$ cat src/rtl/xor_stream_decimator.sv
// xor_stream_decimator
//
// Groups the 1-bit-per-beat XOR stream into decimate_factor x decimate_factor
// blocks and emits one output pixel per block: the popcount of its bits plus
// the confidence and disparity captured on the block's first beat. Output
// pixels are queued in a show-ahead FIFO with valid/ready handshake, and a
// registered almost-full flag throttles the upstream reader.
//
// Ports:
//   clk                   single clock
//   reset                 synchronous, active-high
//   pix_stream_data       XOR bit, qualified by pix_stream_valid
//   pix_stream_valid      input beat valid
//   conf_in[7:0]          per-beat confidence
//   disp_in[7:0]          per-beat disparity, low disparity_bits used
//   fifo_almost_full_out  registered backpressure to upstream
//   out_valid             FIFO head valid
//   out_ready             consumer accepts the head
//   out_count             popcount of the block
//   out_conf              confidence of the block
//   out_disp              disparity of the block
//   out_last              last output pixel of an output row
//   overflow_sticky       (XOR_DECIM_OVERFLOW_FLAG_EN only) set after any
//                         dropped push, cleared by reset
//
// Build option: define XOR_DECIM_OVERFLOW_FLAG_EN to add overflow_sticky.

module xor_stream_decimator #(
    parameter int decimate_factor = 2,
    parameter int frame_w         = 240,
    parameter int disparity_bits  = 5,
    parameter int fifo_depth      = 32,
    parameter int af_margin       = 4,
    localparam int count_w        = $clog2(decimate_factor * decimate_factor + 1)
) (
    input  logic                      clk,
    input  logic                      reset,
    input  logic                      pix_stream_data,
    input  logic                      pix_stream_valid,
    input  logic [7:0]                conf_in,
    input  logic [7:0]                disp_in,
    output logic                      fifo_almost_full_out,
    output logic                      out_valid,
    input  logic                      out_ready,
    output logic [count_w-1:0]        out_count,
    output logic [7:0]                out_conf,
    output logic [disparity_bits-1:0] out_disp,
`ifdef XOR_DECIM_OVERFLOW_FLAG_EN
    output logic                      overflow_sticky,
`endif
    output logic                      out_last
);

    localparam int out_cols = frame_w / decimate_factor;
    localparam int sub_w    = (decimate_factor > 1) ? $clog2(decimate_factor) : 1;
    localparam int col_w    = (out_cols > 1) ? $clog2(out_cols) : 1;
    // Pointers wrap naturally because fifo_depth is a power of two.
    localparam int addr_w   = (fifo_depth > 1) ? $clog2(fifo_depth) : 1;
    localparam int entry_w  = count_w + 8 + disparity_bits + 1;

    localparam logic [sub_w-1:0]  sub_max    = sub_w'(decimate_factor - 1);
    localparam logic [col_w-1:0]  col_max    = col_w'(out_cols - 1);
    localparam logic [addr_w:0]   occ_full   = (addr_w + 1)'(fifo_depth);
    localparam logic [addr_w:0]   af_thresh  = (addr_w + 1)'(fifo_depth - af_margin);

    logic [sub_w-1:0]          sub_row;
    logic [sub_w-1:0]          sub_col;
    logic [col_w-1:0]          out_col;
    logic [count_w-1:0]        acc;
    logic [count_w-1:0]        count_next;
    logic [7:0]                conf_q;
    logic [7:0]                conf_sel;
    logic [disparity_bits-1:0] disp_q;
    logic [disparity_bits-1:0] disp_sel;
    logic                      first_beat;
    logic                      group_done;

    logic [entry_w-1:0]        mem [fifo_depth];
    logic [entry_w-1:0]        push_entry;
    logic [entry_w-1:0]        head;
    logic [addr_w-1:0]         wr_ptr;
    logic [addr_w-1:0]         rd_ptr;
    logic [addr_w:0]           occ;
    logic                      full;
    logic                      push;
    logic                      pop;
    logic                      push_ok;

    generate
        if (disparity_bits < 8) begin : g_disp_unused
            logic unused_disp_hi;
            assign unused_disp_hi = ^disp_in[7:disparity_bits];
        end
    endgenerate

    // ---------------- group accumulation ----------------
    assign first_beat = (sub_row == '0) && (sub_col == '0);
    assign group_done = pix_stream_valid && (sub_row == sub_max) && (sub_col == sub_max);
    assign count_next = first_beat ? count_w'(pix_stream_data)
                                   : acc + count_w'(pix_stream_data);
    // A one-beat group (decimate_factor == 1) must push the live side data.
    assign conf_sel   = first_beat ? conf_in : conf_q;
    assign disp_sel   = first_beat ? disp_in[disparity_bits-1:0] : disp_q;

    always_ff @(posedge clk) begin
        if (reset) begin
            sub_row <= '0;
            sub_col <= '0;
            out_col <= '0;
            acc     <= '0;
            conf_q  <= '0;
            disp_q  <= '0;
        end else if (pix_stream_valid) begin
            acc <= count_next;
            if (first_beat) begin
                conf_q <= conf_in;
                disp_q <= disp_in[disparity_bits-1:0];
            end
            if (sub_row == sub_max) begin
                sub_row <= '0;
                if (sub_col == sub_max) begin
                    sub_col <= '0;
                    out_col <= (out_col == col_max) ? '0 : out_col + 1'b1;
                end else begin
                    sub_col <= sub_col + 1'b1;
                end
            end else begin
                sub_row <= sub_row + 1'b1;
            end
        end
    end

    // ---------------- output FIFO ----------------
    assign push_entry = {count_next, conf_sel, disp_sel, (out_col == col_max)};
    assign full       = (occ == occ_full);
    assign push       = group_done;
    assign pop        = out_valid && out_ready;
    // When full, a simultaneous pop frees the slot being written (wr_ptr == rd_ptr).
    assign push_ok    = push && (!full || pop);

    always_ff @(posedge clk) begin
        if (push_ok) begin
            mem[wr_ptr] <= push_entry;
        end
    end

    always_ff @(posedge clk) begin
        if (reset) begin
            wr_ptr               <= '0;
            rd_ptr               <= '0;
            occ                  <= '0;
            fifo_almost_full_out <= 1'b0;
        end else begin
            if (push_ok) begin
                wr_ptr <= wr_ptr + 1'b1;
            end
            if (pop) begin
                rd_ptr <= rd_ptr + 1'b1;
            end
            case ({push_ok, pop})
                2'b10:   occ <= occ + 1'b1;
                2'b01:   occ <= occ - 1'b1;
                default: occ <= occ;
            endcase
            fifo_almost_full_out <= (occ >= af_thresh);
        end
    end

`ifdef XOR_DECIM_OVERFLOW_FLAG_EN
    always_ff @(posedge clk) begin
        if (reset) begin
            overflow_sticky <= 1'b0;
        end else if (push && full && !pop) begin
            overflow_sticky <= 1'b1;
        end
    end
`endif

    // Outputs are forced to zero whenever the FIFO is empty so stale memory never shows.
    assign out_valid = (occ != '0);
    assign head      = mem[rd_ptr];
    assign {out_count, out_conf, out_disp, out_last} = out_valid ? head : '0;

endmodule

$ cat config.mk
export PLATFORM = sky130hd
export DESIGN_NAME = xor_stream_decimator
export DESIGN_NICKNAME = d
export VERILOG_FILES = /design/src/rtl/xor_stream_decimator.sv
export SDC_FILE = /design/constraint.sdc
export NUM_CORES = 1
export LEC_CHECK = 0
export CAP_MARGIN = 25
export CORE_ASPECT_RATIO = 0.7
export CORE_UTILIZATION = 48
export DETAILED_ROUTE_END_ITERATION = 7
export HOLD_SLACK_MARGIN = 0.06
export PLACE_DENSITY = 0.63
export SYNTH_ARGS = -nofsm -noshare
export SYNTH_HDL_FRONTEND = slang
export SYNTH_SLANG_ARGS = --single-unit
export TNS_END_PERCENT = 50
$ cat constraint.sdc
create_clock -name clk -period 7 [get_ports clk]
set_clock_uncertainty 0.2 [all_clocks]
set_input_delay 1.05 -clock clk [delete_from_list [all_inputs] [get_ports clk]]
set_output_delay 1.05 -clock clk [all_outputs]
set_load 0.005 [all_outputs]
Run 1, track usage over the die:
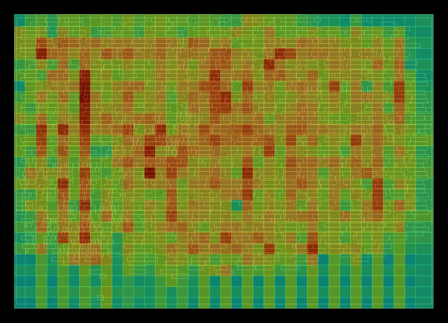
met1 Track Usage GR: 30.97%
GR Util met3: 4.674%
grt met2 use: 30.72%

Run 1, supply network:
Pins as bars on the die edge. Tap cells in gray.
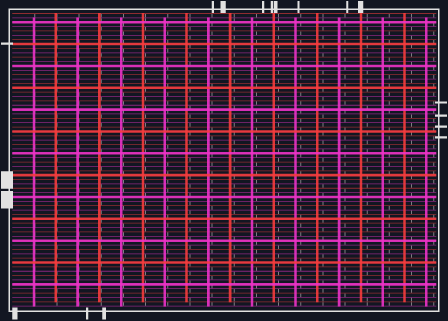
VSS: drawn in magenta. VDD: drawn in red.
19 straps on met4. 68 met1 rails follow the rows. 40 signal pins sit on the boundary.

==> reports/results.ini, run 1 <==
[sta]
fin_crit_sh_pct=72.72
worst_pin_slew_ns=0.9389
max-slew-margin-rel_pct=37.41

[setup_path]
r2r_end=occ[5]$_SDFFE_PP0P_
endpoint=out_disp[0]
critPathMaxFanout=34
worst-path-stages=6

[cells_and_area]
layout-drive-gt1-share_pct=23.84
seq_area_um2=17290
instances_no_fill=1881
layout_top_cells=edfxtp_1, mux4_2, mux4_1, clkbuf_16, dfxtp_1
n_all_inverters=12
final_nets=1215
buf_share_pct=2.960

[min_path]
min_to=out_col[1]$_SDFFE_PP0P_

[logic_synthesis]
ys.flops=591
ys_area_um2=23510
yosysUniqueCellTypes=58
synth_top_area_share_pct=69.50

[clock_network]
cts_tree=done

[detailed_routing]
met1_length_mm=23.22
wl_met2_mm=22.73

[place]
place_ws_ns=2.480

[power_and_ir_drop]
ir_drop_uv=182.8
combPwrFrac_pct=19.5

[flow_run]
tool_warnings=32
maxCapViolations=0

[floorplan]
num_rows=67
chip_area_um2=49870

[outcome]
outcome=finished clean

[global_route]
grt_antenna_before_repair=0
top_usage_layer=met1

Run 1, where the registers sit:
Other sequential cells in the stronger gray, the rest of the logic in the fainter gray.
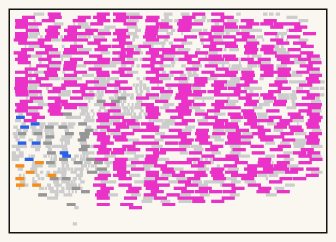
`conf_q`: drawn in blue, sequential cells 8, where left middle. `mem`: drawn in magenta, sequential cells 544, where all over the die. `out_col`: drawn in orange, sequential cells 7, where bottom left.

Run 1, cells colored by class:
Bar = 100 µm.
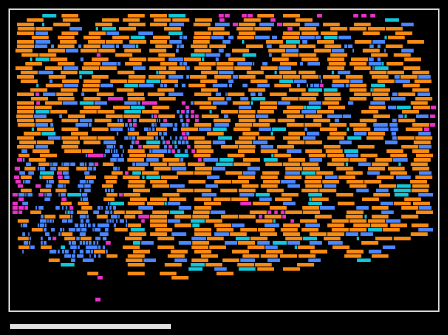

## Run 2: what changed since run 1
Clock period 7 ns to 4.8 ns, I/O delays scaled along.
Run 2, cells colored by class:
Bar = 100 µm.
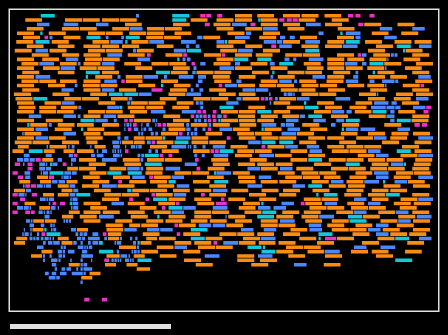
clock drivers and dummy loads: drawn in cyan, cells 95. flip-flops: drawn in orange, cells 591. other buffers and delay cells: drawn in magenta, cells 96. all other logic: drawn in blue, cells 455.

Run 2, track usage over the die:
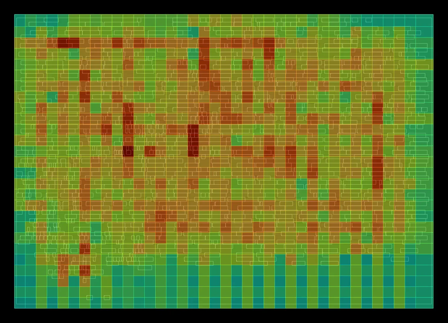
post-DR wirelength/cell: 27.24 µm
grt met2 use: 30.52%
GR peak layer: met1
GR Util met3: 4.700%
met1 Track Usage GR: 33.14%

==> reports/results.ini, run 2 <==
[outcome]
outcome=finished clean

[setup_path]
critPathMaxFanout=34  ; unchanged
endpoint=out_conf[5]
worst-path-stages=6  ; unchanged

[logic_synthesis]
ys.flops=591  ; unchanged
ys_area_um2=23510  ; unchanged
synth_top_area_share_pct=69.50  ; unchanged

[detailed_routing]
wl_met2_mm=22.55  ; -0.78%
met1_length_mm=24.29  ; +4.6%

[cells_and_area]
instances_no_fill=1892  ; +0.58%
final_nets=1232  ; +1.4%
layout_top_cells=edfxtp_1, mux4_2, buf_4
buf_share_pct=3.199  ; +0.24 points
seq_area_um2=17290  ; unchanged
layout-drive-gt1-share_pct=24.82  ; +0.98 points

[min_path]
min_to=out_col[1]$_SDFFE_PP0P_

[sta]
fin_crit_sh_pct=94.18
worst_pin_slew_ns=1.056  ; +0.1166 ns

[floorplan]
chip_area_um2=49870  ; unchanged

[flow_run]
maxCapViolations=0  ; unchanged

[global_route]
grt_antenna_before_repair=2  ; +2

[clock_network]
cts_tree=done

[place]
place_ws_ns=0.8218  ; -1.658 ns

Run 2, where the registers sit:
Other sequential cells in the stronger gray, the rest of the logic in the fainter gray.
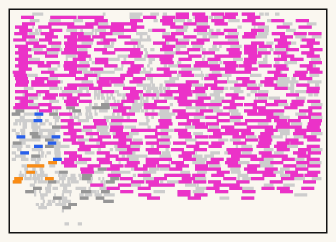

## Run 3: what changed since run 2
Settings changed: CTS_CLUSTER_SIZE set to 40, PLACE_DENSITY 0.63 to 0.62, REMOVE_ABC_BUFFERS set to 1.
Run 3, where the registers sit:
Other sequential cells in the stronger gray, the rest of the logic in the fainter gray.
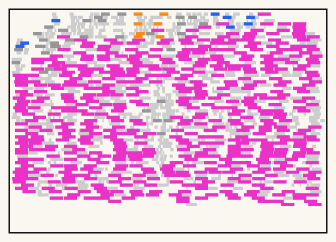
`conf_q`: drawn in blue, sequential cells 8. `out_col`: drawn in orange, sequential cells 7, where top middle. `mem`: drawn in magenta, sequential cells 544.

==> reports/results.ini, run 3 <==
[outcome]
outcome=finished clean

[cells_and_area]
buf_share_pct=3.422  ; +0.22 points
instances_no_fill=1903  ; +0.58%
seq_area_um2=17290  ; about the same
layout-drive-gt1-share_pct=25.32  ; +0.50 points
final_nets=1237  ; +0.41%
fillerInstances=3688
layout_top_cells=edfxtp_1, mux4_2, buf_4

[sta]
setup_ws_ns=0.4090
worst_pin_slew_ns=0.9865  ; -0.06901 ns
fin_crit_sh_pct=91.48  ; -2.7 points

[setup_path]
worst-path-stages=7  ; +1
critPathMaxFanout=21  ; -38%
critPathKind=reg2out

[global_route]
grt_antenna_before_repair=0  ; -2
met2_usage_pct=28.18  ; -2.3 points
top_usage_layer=met1
grt.met1_usage_pct=30.90  ; -2.2 points

[detailed_routing]
wl_per_cell_um=24.82  ; -8.9%
wl_met2_mm=21.32  ; -5.5%
met1_length_mm=23.28  ; -4.2%

[clock_network]
insertion_delay_ns=0.58
cts_tree=done

[logic_synthesis]
ys.flops=591  ; unchanged
ys_area_um2=23510  ; unchanged
synth_top_area_share_pct=69.50  ; unchanged

[place]
placed_cells=1800
place_ws_ns=0.6652  ; -0.1566 ns

[min_path]
min_path_cells=2
min_to=out_col[1]$_SDFFE_PP0P_

[power_and_ir_drop]
power_leader=registers

[flow_run]
maxCapViolations=0  ; unchanged

[floorplan]
chip_area_um2=49870  ; unchanged
fp_util_pct=48.85

Run 3, supply network:
Pins as bars on the die edge. Tap cells in gray.
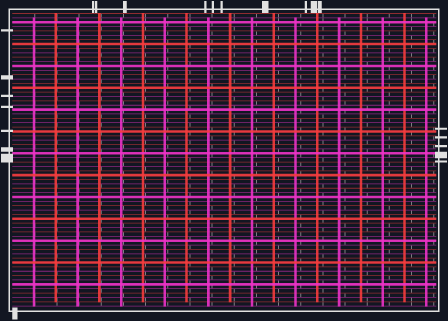
VDD: drawn in red. VSS: drawn in magenta.
655 tap cells. 19 straps on met4. 68 met1 rails follow the rows. The core has 67 rows. 13 straps on met5.

